Placement density heat map:
The die is cut into 23 by 21 equal tiles; white is low, dark blue is high, 0 to 100% covered.
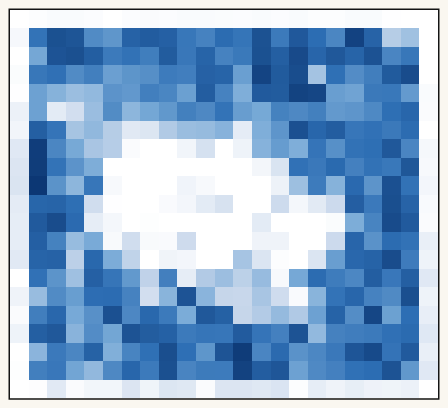
Close-up of the layout:
Window x 162 to 182, y 146 to 166 µm. Cells in gray, sequential cells in the stronger gray; small squares are vias.
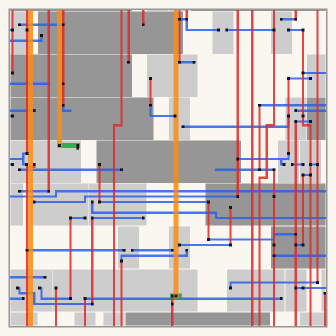
I/O pins on the die edge:
Bar = 50 µm. Pins as bars across the die edge, other pins in gray.
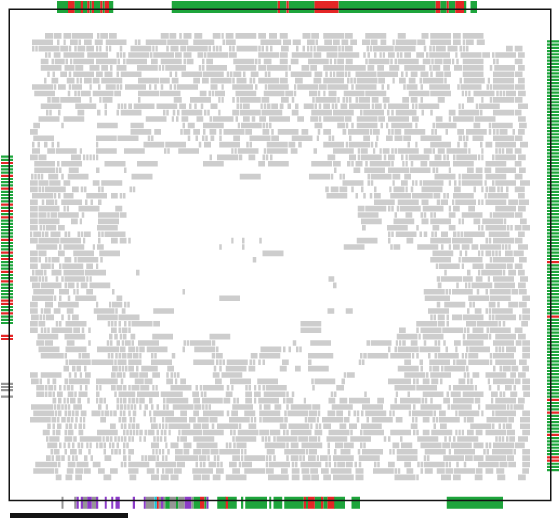
Sizing map:
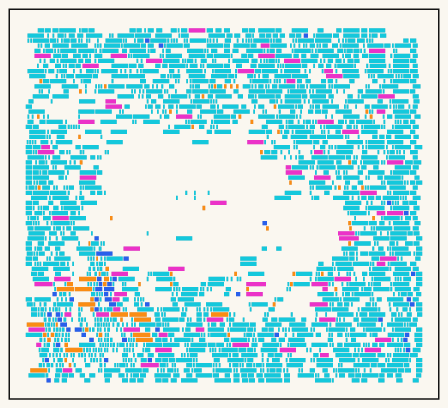
Cell outlines without signal wires:
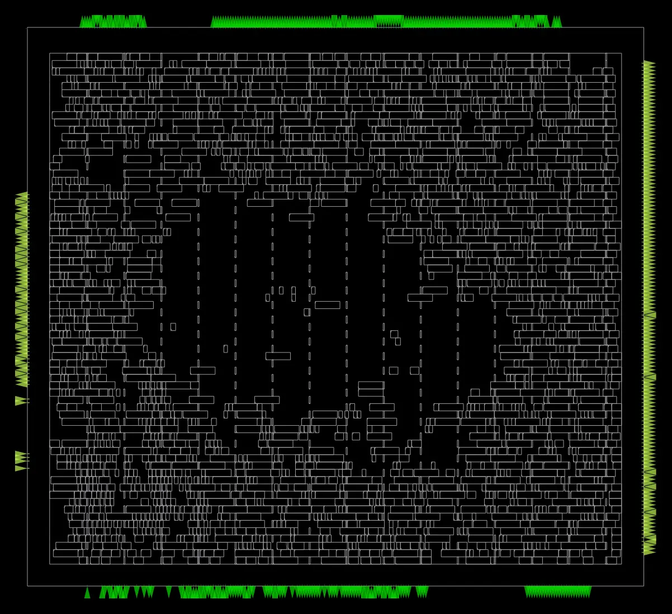
<file path="src/rtl/cgra_conf_dist_if.sv">
// cgra_conf_dist_if: burst control, word stream and configuration tap bus of the distributor
interface cgra_conf_dist_if #(
    parameter int CONF_WIDTH = 64,
    parameter int NUM_TAPS   = 6,
    parameter int CNT_WIDTH  = 16
);
    logic                           start;
    logic [CNT_WIDTH-1:0]           num_words;
    logic                           flush;
    logic                           s_valid;
    logic                           s_ready;
    logic [CONF_WIDTH-1:0]          s_data;
    logic [NUM_TAPS*CONF_WIDTH-1:0] conf_tap;
    logic                           busy;
    logic                           done;
    logic [CNT_WIDTH-1:0]           words_left;

    modport master (
        output start, num_words, flush, s_valid, s_data,
        input  s_ready, conf_tap, busy, done, words_left
    );
    modport slave (
        input  start, num_words, flush, s_valid, s_data,
        output s_ready, conf_tap, busy, done, words_left
    );
endinterface

</file>
<file path="src/rtl/cgra_conf_dist.sv">
// cgra_conf_dist: counted-burst loader feeding a free-running configuration shift chain
module cgra_conf_dist #(
    parameter int CONF_WIDTH = 64,
    parameter int NUM_TAPS   = 6,
    parameter int CNT_WIDTH  = 16
) (
    input logic              clk_i,
    input logic              rst_ni,
    cgra_conf_dist_if.slave  bus
);
    localparam int DW = NUM_TAPS > 1 ? $clog2(NUM_TAPS) : 1;

    typedef enum logic [1:0] {IDLE, LOAD, DRAIN, ZDONE} state_e;

    state_e                state_q, state_d;
    logic [CNT_WIDTH-1:0]  left_q, left_d;
    logic [DW-1:0]         drain_q, drain_d;
    logic [CONF_WIDTH-1:0] tap_q [NUM_TAPS];
    logic                  accept;

    assign bus.s_ready    = state_q == LOAD && !bus.flush;
    assign accept         = bus.s_ready && bus.s_valid;
    assign bus.busy       = state_q != IDLE;
    assign bus.done       = state_q == ZDONE || (state_q == DRAIN && drain_q == '0);
    assign bus.words_left = left_q;

    always_comb begin
        state_d = state_q;
        left_d  = left_q;
        drain_d = drain_q;
        case (state_q)
            IDLE:  if (bus.start) begin
                       state_d = bus.num_words != '0 ? LOAD : ZDONE;
                       left_d  = bus.num_words;
                   end
            LOAD:  if (accept) begin
                       left_d = left_q - 1'b1;
                       if (left_q == CNT_WIDTH'(1)) begin
                           state_d = DRAIN;
                           drain_d = DW'(NUM_TAPS - 1);
                       end
                   end
            DRAIN: begin
                       state_d = drain_q == '0 ? IDLE : DRAIN;
                       drain_d = drain_q == '0 ? drain_q : drain_q - 1'b1;
                   end
            default: state_d = IDLE;
        endcase
        if (bus.flush) begin
            state_d = IDLE;
            left_d  = '0;
            drain_d = '0;
        end
    end

    always_ff @(posedge clk_i or negedge rst_ni) begin
        if (!rst_ni) begin
            state_q <= IDLE;
            left_q  <= '0;
            drain_q <= '0;
        end else begin
            state_q <= state_d;
            left_q  <= left_d;
            drain_q <= drain_d;
        end
    end

    // no enable: idle and bubble cycles push all-zero NOP words down the chain
    always_ff @(posedge clk_i or negedge rst_ni) begin
        if (!rst_ni) begin
            for (int k = 0; k < NUM_TAPS; k++) tap_q[k] <= '0;
        end else begin
            tap_q[0] <= accept ? bus.s_data : '0;
            for (int k = 1; k < NUM_TAPS; k++) tap_q[k] <= bus.flush ? '0 : tap_q[k-1];
        end
    end

    for (genvar g = 0; g < NUM_TAPS; g++) begin : g_tap
        assign bus.conf_tap[g*CONF_WIDTH +: CONF_WIDTH] = tap_q[g];
    end
endmodule

</file>
<file path="src/flat_wrapper.sv">
// flat-port wrapper written by rule: the top's interface ports become plain ports
module cgra_conf_dist_flat 
#(
    parameter int CONF_WIDTH = 64,
    parameter int NUM_TAPS   = 6,
    parameter int CNT_WIDTH  = 16
)
  (clk_i, rst_ni, bus_start, bus_num_words, bus_flush, bus_s_valid, bus_s_data, bus_s_ready, bus_conf_tap, bus_busy, bus_done, bus_words_left);
  cgra_conf_dist_if #(.CONF_WIDTH(CONF_WIDTH), .NUM_TAPS(NUM_TAPS), .CNT_WIDTH(CNT_WIDTH)) bus_i ();
  input logic clk_i;
  input logic rst_ni;
  input wire logic [$bits(bus_i.start)-1:0] bus_start;
  input wire logic [$bits(bus_i.num_words)-1:0] bus_num_words;
  input wire logic [$bits(bus_i.flush)-1:0] bus_flush;
  input wire logic [$bits(bus_i.s_valid)-1:0] bus_s_valid;
  input wire logic [$bits(bus_i.s_data)-1:0] bus_s_data;
  output wire logic [$bits(bus_i.s_ready)-1:0] bus_s_ready;
  output wire logic [$bits(bus_i.conf_tap)-1:0] bus_conf_tap;
  output wire logic [$bits(bus_i.busy)-1:0] bus_busy;
  output wire logic [$bits(bus_i.done)-1:0] bus_done;
  output wire logic [$bits(bus_i.words_left)-1:0] bus_words_left;
  assign bus_i.start = bus_start;
  assign bus_i.num_words = bus_num_words;
  assign bus_i.flush = bus_flush;
  assign bus_i.s_valid = bus_s_valid;
  assign bus_i.s_data = bus_s_data;
  assign bus_s_ready = bus_i.s_ready;
  assign bus_conf_tap = bus_i.conf_tap;
  assign bus_busy = bus_i.busy;
  assign bus_done = bus_i.done;
  assign bus_words_left = bus_i.words_left;
  cgra_conf_dist #(.CONF_WIDTH(CONF_WIDTH), .NUM_TAPS(NUM_TAPS), .CNT_WIDTH(CNT_WIDTH)) u_core (.clk_i(clk_i), .rst_ni(rst_ni), .bus(bus_i));
endmodule
</file>
<file path="config.mk">
export PLATFORM = sky130hd
export DESIGN_NAME = cgra_conf_dist_flat
export DESIGN_NICKNAME = d
export VERILOG_FILES = /design/src/rtl/cgra_conf_dist_if.sv /design/src/rtl/cgra_conf_dist.sv /design/src/flat_wrapper.sv
export SDC_FILE = /design/constraint.sdc
export NUM_CORES = 1
export LEC_CHECK = 0
export ABC_AREA = 1
export CORE_ASPECT_RATIO = 0.9
export CORE_MARGIN = 8
export CORE_UTILIZATION = 35
export DETAILED_ROUTE_END_ITERATION = 7
export GPL_TIMING_DRIVEN = 0
export PLACE_DENSITY_LB_ADDON = 0.3
export SYNTH_ARGS = -nofsm -noshare
export SYNTH_HDL_FRONTEND = slang
export SYNTH_SLANG_ARGS = --single-unit
</file>
<file path="constraint.sdc">
create_clock -name clk_i -period 1.8 [get_ports clk_i]
set_clock_uncertainty 0.15 [all_clocks]
set_input_delay 0.18 -clock clk_i [delete_from_list [all_inputs] [get_ports clk_i]]
set_output_delay 0.18 -clock clk_i [all_outputs]
set_load 0.005 [all_outputs]
</file>
==> job_summary.md <==
## Synthesis and layout report

| Metric | Value |
|---|---|
| Worst Setup End Kind | output pin |
| # clock sinks | 405 |
| Max Fclk | 530 MHz |
| Comb group | 4030 µW |
| Share of cells above drive strength 1 | 0.0899 |
| #FFs+latches synth | 405 |
| Async SR Flop Fraction | 1.00 |
| Adder Area Share | 0.00348 |
| Cts hold-fix bufs | 59 |
| DR iter-0 viols | 728 |
| Die Y | 208 µm |
| Dpl ws | -777 ps |
| Post-Syn Instances | 1471 |
| Max Buffers Root-to-Sink | 3 |
| Signal buffers | 632 |
| Layout area overhead | 55.1% |
| Final Cell Area | 22300 µm² |
| Met2 wire length | 23300 µm |
| Basic Gates by Area | 0.157 |
| Worst Setup EP | bus_done |
| Non-clk buf share | 0.266 |
| Worst Slack Setup Final | -85.9 ps |
| Top cell excl fill/tap | nor2_1 |
| Final hold violations | 193 |
| Complex Gates by Area | 0.00854 |
| Highest routed layer | met5 |
| Gate Area | 2500 µm² |
| Worst EP required | 1470 ps |
| CTS buffer count | 44 |
| Cycle use final | 1.05 |
| DRC Markers | 0 |
| Critical-path top delay cell | dfrtp_1 |
| Unrepaired setup endpoints after global routing | yes |
| First-pass GRT wire length | 69200 µm |
| Arr. time, crit path | 1560 ps |
| Worst Setup SP | u_core.drain_q[0] |
| Hold Crit Class | in2async |
| Synth mux share | 0 |
| Crit path depth | 5 |
| Synth warn | 0 |
| Power Dens Cells | 1030 nW/µm² |
| Violated checks | hold timing, setup timing |
| Crit-path leading delay family | flip-flops |
| Flop Count | 405 |
| Floorplan Nets | 1560 |
| Layout clock buffer count | 63 |
| GRT met2 Usage | 0.331 |
| # Cells Yosys | 1471 |
| Routed WL | 45600 µm |
| Synth Area in XOR/XNOR | 0 |
| Leading cell kind | flip-flops and latches |
| Seq area share | 0.456 |
| Fin crit period | 1890 ps |
| Outcome | finished, violations left |
| # setup viols final | 1 |
| DR pass1 iterations | 5 |
| Initial Util | 0.354 |
| Slew HR | 0.472 |
| WS Path Type | reg2out |
| Worst r2r src | u_core.state_q[0] |
| #MultiIn Comb | 604 |
| Hold_ws | -573 ps |
| Post-synth EDFFs | 0 |
| Max Cap Viol | 0 |
| Vias in the first global route | 11600 |
| GRT Util Overall | 0.187 |
## Picture notes: 'placement density heat map'
fullest tile	97%
emptiest ninth of the die	center
mean over tiles	45%
tiles over 75% full	22%

## Picture notes: 'close-up of the layout'
layer	color
met1	blue
met2	red
met3	green
met4	orange
sequential cells in the window	5
most frequent	inv_1 (6), nor2_1 (6), dfrtp_1 (5)
cells with their middle in the window	24
netlist names of flops here include	u_core.bus.conf_tap (5)

## Picture notes: 'I/O pins on the die edge'
port	color	pins	direction	edge
bus_conf_tap	green	384	output	136 north, 128 east, 81 south, 39 west
bus_start	cyan	1	input	south
bus_s_data	red	64	input	29 north, 16 west, 12 south, 7 east
bus_words_left	purple	16	output	south

## Picture notes: 'sizing map'
size	color	cells	share	most used
drive 6 and up	magenta	70	3.3%	clkbuf_16
drive 3 to 4	blue	47	2.2%	buf_4
drive 1 or less	cyan	1944	91%	nor2_1
drive 2	orange	75	3.5%	buf_2

## Picture notes: 'cell outlines without signal wires'
tap cells: 540
core area: 40600 µm²
row count: 70

Power and IR drop assume default switching activity.
